==> config.mk <==
export PLATFORM = sky130hd
export DESIGN_NAME = conv_window_buffer
export DESIGN_NICKNAME = d
export VERILOG_FILES = /design/src/rtl/conv_window_buffer.sv
export SDC_FILE = /design/constraint.sdc
export NUM_CORES = 1
export LEC_CHECK = 0
export ABC_CLOCK_PERIOD_IN_PS = 4500
export CAP_MARGIN = 10
export CORE_MARGIN = 4
export CORE_UTILIZATION = 55
export CTS_CLUSTER_DIAMETER = 60
export CTS_CLUSTER_SIZE = 16
export DETAILED_ROUTE_END_ITERATION = 7
export PLACE_DENSITY = 0.73
export SETUP_SLACK_MARGIN = 0.4
export SLEW_MARGIN = 40
export SYNTH_ARGS = -nofsm -noshare
export SYNTH_HDL_FRONTEND = slang
export SYNTH_SLANG_ARGS = --single-unit
export TNS_END_PERCENT = 100
==> constraint.sdc <==
create_clock -name i_clk -period 4.5 [get_ports i_clk]
set_input_delay 0.45 -clock i_clk [delete_from_list [all_inputs] [get_ports i_clk]]
set_output_delay 0.45 -clock i_clk [all_outputs]
set_load 0.03 [all_outputs]
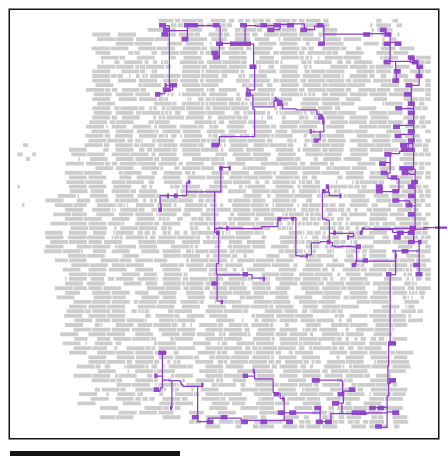
Fig. 1. Nets reached from selected ports (run 1).
Bar = 100 microns.
- i_pixel_data_valid: purple (bits 1; direction input; edge right; end cells 152; buffers 3; wire 1750 microns)
number of I/O port buffers: 134
I/O Pins: 135

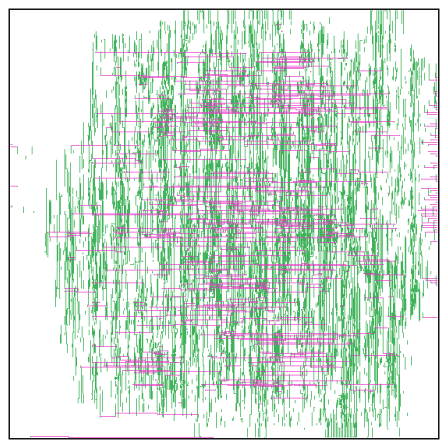
Fig. 2. Signal wires by layer (run 1).
Only two layers are drawn.
- metal 2: green (wire length 36.6 mm)
- metal 3: magenta (wire length 9400 microns)
vias after detailed routing: 17600
average wire length per cell after detail routing: 29.3 microns

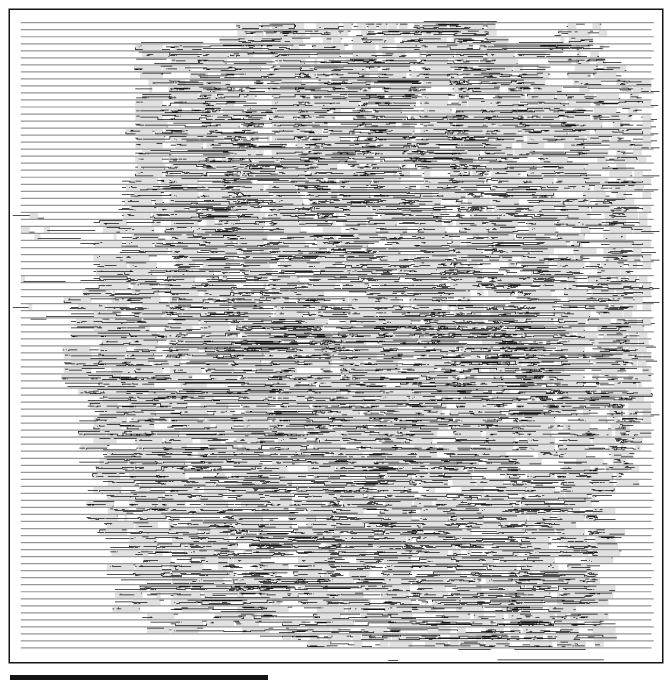
Fig. 3. Metal 1 (run 1).
Bar = 100 microns. Supply wires on this layer in grey. Cells faint in the background.
- longest straight run: 112 microns
- nets with wire on the layer: 1838
detailed-route wire length: 80400 microns
met1 layer usage reported by global route: 37.3%

==> Changelog: implementation, run 1 <==
### Metrics

* Result of the run: finished clean
* Shortest clock period the worst path allows after layout at 3180 ps
* Flip-flop count of the largest register after layout at 728
* Floorplan utilization at 55.6%
* Global routing met3 resource utilization at 6.28%
* Largest net degree at the start of global routing at 81
* Overall die area at 63700 sq um
* Via count of the first global-routing pass at 17100
* Sort of element at the end of the critical path: flop
* Layout cell share with drive strength beyond 1 at 18.9%
* Slew of the pin with the lowest slew margin at 860 ps
* Setup TNS at 0 ps
* CTS Hold Buffers Added at 0
* Worst Path Class, Setup: reg2reg
* First-iteration detailed-routing DRC count at 2363
* Number of cell instances after yosys synthesis at 1740
* Post-synthesis average cell area at 18.9 sq um
* Post-route insts no fill at 2746
* Post-Syn Area at 32900 sq um
* Post-route ant nets at 0
* Synth warn at 0
* Crit path largest cell delay at 830 ps
* TritonCTS clock tree: done
* Worst-case clock skew at 13.7 ps
* Final weighted congestion of routability-driven global placement at 0.839
* Most used DFF post-synth: edfxtp_1
* Pre-antenna DRT Iters at 5
* Global Route met2 Usage at 37.7%
* Number of remaining DRC errors at 0
* Hold Crit Class: in2reg
* Num Clock Sinks at 857
* Count of cells resized by post-cts repair at 0
* Worst-Skew Late Latency at 630 ps
* Critical Path Fanout Max at 37
* Std-Cell Rows at 89
* Fill count at 3935
* Power density cells at 648 nW/um^2
* Library cell occupying the most area in the post-synthesis netlist: edfxtp_1
* Clock input transition at the sequential cells of the worst setup and hold paths at 70 ps
* Total half-perimeter wirelength after legalization and detailed placement at 48000 microns
* Maximum buffer depth of the clock tree at 3
* Global Route Usage Sum at 25.1%
* Max Clock Freq at 315 MHz
* Synthesized instance count at 1740
* Placeable core region at 59100 sq um
* Min setup slack post-route at 1320 ps
* Reported max-cap violation count at 0
* Reg2reg setup slack at 1320 ps
## run 1: critical path, delay by kind of cell, from the launching register on
kind | cells | cell delay, ps
flops | 1 | 830
buf+inv | 1 | 450
simple gates | 3 | 1320
compound gates | 1 | 140
## run 1: stage by stage
| stage | utilization [%] | hold slack, ps | cell area (sq um) | power, W |
|---|---|---|---|---|
| after floorplan | - | 514 | 32900 | 0.0161 |
| after global placement | 60.2 | 489 | 35600 | 0.0190 |
| after detailed placement | 60.3 | 495 | 35600 | 0.0193 |
| after CTS | 63.2 | 121 | 37300 | 0.0242 |
| after global routing | 63.2 | 138 | 37400 | 0.0251 |
| final | 63.2 | 140 | 37400 | 0.0242 |
## run 1: routing by layer
layer | up-vias | wire length [microns]
li1 | 7349 | -
met1 | 9116 | 31800
met2 | 1022 | 36600
met5 | - | 0
met3 | 162 | 9400
met4 | 0 | 2560
## run 1: where the power goes
| group | internal (W) | total [W] | switching [W] |
|---|---|---|---|
| Sequential | 0.0106 | 0.0112 | 0.000623 |
| Combinational | 0.00293 | 0.00791 | 0.00498 |
| Clock | 0.00255 | 0.00506 | 0.00251 |
## run 1: cells by family after synthesis
kind of cell	count (synthesis)	share of synthesized area (%)
and+or+nand+nor	215	3.35
muxes	392	14.9
DFF	857	76.3
adders and majority gates	6	0.228
buffers and inverters	100	1.54
xor gates and xnor gates	2	0.0533
AOI/OAI and AO/OA	168	3.58
## run 1: layout make-up
| cell class | instances | area [sq um] | area share [%] |
|---|---|---|---|
| Inverter | 5 | 22.5 | 0.0603 |
| Timing Repair Buffer | 215 | 2050 | 5.49 |
| Antenna cell | 2 | 5.00 | 0.0134 |
| Clock inverter | 2 | 8.76 | 0.0234 |
| Clock buffer | 109 | 1710 | 4.58 |
| Tap cell | 773 | 967 | 2.59 |
| Sequential cell | 857 | 25100 | 67.2 |
| Multi-Input combinational cell | 783 | 7500 | 20.1 |
## run 1: cell usage in the layout, fill, tap and decap left out, types with 47 or more instances in the layout
cell type and n:
clkbuf_1 47, clkdlybuf4s50_1 122, clkbuf_16 61, mux4_2 68, dfrtp_1 126, edfxtp_1 728, mux2_2 98, buf_4 66
o22ai_1 82, mux2i_1 226
## Run 2: what changed since run 1
Settings changed: ABC_CLOCK_PERIOD_IN_PS 4500 to 3300.
Clock period 4.5 ns to 3.3 ns, I/O delays scaled along.
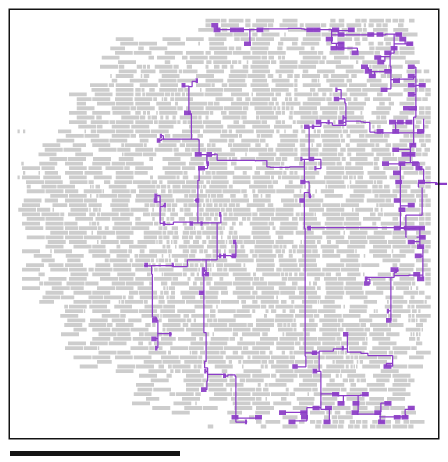
Fig. 4. Nets reached from selected ports (run 2).
Bar = 100 microns.
- i_pixel_data_valid: purple (bits 1; direction input; edge right; end cells 152; buffers 3; wire 1850 microns)

==> Changelog: implementation, run 2 <==
### Metrics

* Flip-flop count of the largest register after layout at 728
* Synth warn at 0
* Maximum buffer depth of the clock tree at 3
* Via count of the first global-routing pass at 17800
* Slew of the pin with the lowest slew margin at 902 ps
* Reg2reg setup slack at 550 ps
* Post-route ant nets at 0
* Average wire length per cell after detail routing at 28.9 microns
* Placeable core region at 59100 sq um
* Xor/xnor cell area share of the yosys netlist at 0.0533%
* Vias after detailed routing at 17700
* Post-synthesis average cell area at 18.9 sq um
* Largest non-sequential cell family by area: multiplexers
* Post-Synth Adder-Cell Area at 0.228%
* Final weighted congestion of routability-driven global placement at 0.867
* Number of remaining DRC errors at 0
* Complex-gate fraction of the synthesized area at 3.58%
* Min setup slack post-route at 548 ps
* Worst Path Class, Setup: reg2reg
* Hold Crit Class: in2reg
* Critical Path Fanout Max at 17
* Num Clock Sinks at 857
* Result of the run: finished clean
* Leading cell type in the layout, fill and taps excluded: edfxtp_1
* Mux cell area share after synthesis at 14.9%
* Global Route Usage Sum at 25.3%
* Most used DFF post-synth: edfxtp_1
* Detailed-route wire length at 80800 microns
* Fill count at 3926
* Commonest cells after routing, fill and taps aside: 728 x edfxtp_1, 226 x mux2i_1, 126 x dfrtp_1
* Power density cells at 887 nW/um^2
* Library cell occupying the most area in the post-synthesis netlist: edfxtp_1
* Worst-case clock skew at 37.8 ps
* Floorplan utilization at 55.6%
* Max Clock Freq at 363 MHz
* Std-Cell Rows at 89
* Post-Syn Area at 32900 sq um
* Clock input transition at the sequential cells of the worst setup and hold paths at 70 ps
* Number of cell instances after yosys synthesis at 1740
* Share of the core filled with cells at 64.3%
* Number of I/O port buffers at 134
* Largest net degree at the start of global routing at 152
* Sort of element at the end of the critical path: flop
* I/O Pins at 135
* Layout cell share with drive strength beyond 1 at 20.8%
* Worst-Skew Late Latency at 650 ps
* Shortest clock period the worst path allows after layout at 2750 ps
* Basic Gates by Area at 3.35%
* Synthesized instance count at 1740
* Crit path largest cell delay at 770 ps
[run 2: netlist changes by cell type in the layout (fill, tap and decap cells not counted), moves of 2 or more]
cell / before / now
buf_16: 0 / 10
buf_2: 11 / 9
buf_4: 66 / 103
buf_6: 4 / 1
buf_8: 1 / 6
clkdlybuf4s50_1: 122 / 124
clkinv_8: 0 / 2
nand2_1: 38 / 40
nand2_2: 2 / 0
[run 2: area by class of cell]
class / count / area [sq um] / area share [%]
repair buffers: 263 / 2640 / 6.93
inverters: 5 / 22.5 / 0.0592
multi-input cells: 783 / 7490 / 19.7
well taps: 773 / 967 / 2.54
diodes: 1 / 2.50 / 0.00658
clock buffers: 109 / 1730 / 4.54
flip-flops and latches: 857 / 25100 / 66.0
clock inverters: 6 / 90.1 / 0.237
[run 2: where the power goes]
part / total, W / internal, W / switching (W)
logic: 0.0114 / 0.00431 / 0.00706
clock network: 0.00714 / 0.00363 / 0.00352
registers: 0.0152 / 0.0144 / 0.000813
total: 0.0338 / 0.0224 / 0.0114
[run 2: timing repair]
item | 4_1_cts | 5_1_grt
hold buffers | 0 | 0
resized | 0 | 2
setup endpoints to repair | 0 | 105
buffers inserted | 0 | 1
endpoints found under the hold margin | 0 | 0
[run 2: cells by family after synthesis]
kind of cell	Yosys count
adders and majority gates	6
AOI/OAI and AO/OA	168
and+or+nand+nor	215
xor gates and xnor gates	2
muxes	392
buffers and inverters	100
DFF	857
[run 2: critical path: cells and delay by family (launching register included)]
family | cells | cell delay (ps)
AOI/OAI and AO/OA | 2 | 350
buffers and inverters | 1 | 370
DFF | 1 | 770
and+or+nand+nor | 2 | 1100
[run 2: layer usage]
metal / share of wire [%] / wire [microns] / GRT usage (%)
met1: 39 / 31700 / 36.0
met3: 9.8 / 7890 / 5.09
met5: 0 / 0 / 0
met4: 3.0 / 2440 / 7.81
met2: 48 / 38800 / 40.2
[run 2: stage by stage]
| stage | instances | area (sq um) | hold slack [ps] | setup TNS, ps | total power [W] |
|---|---|---|---|---|---|
| finish | 2797 | 38000 | 195 | 0 | 0.0338 |
| global route | 2796 | 38000 | 187 | 0 | 0.0351 |
| CTS | 2793 | 37900 | 168 | 0 | 0.0338 |
| detailed placement | 2678 | 36100 | 495 | 0 | 0.0268 |
| global placement | 2665 | 35900 | 488 | 0 | 0.0264 |
| floorplan | 1740 | 32900 | 429 | -69070 | 0.0220 |
No activity file was given, so power comes from the tool's default toggle rates.
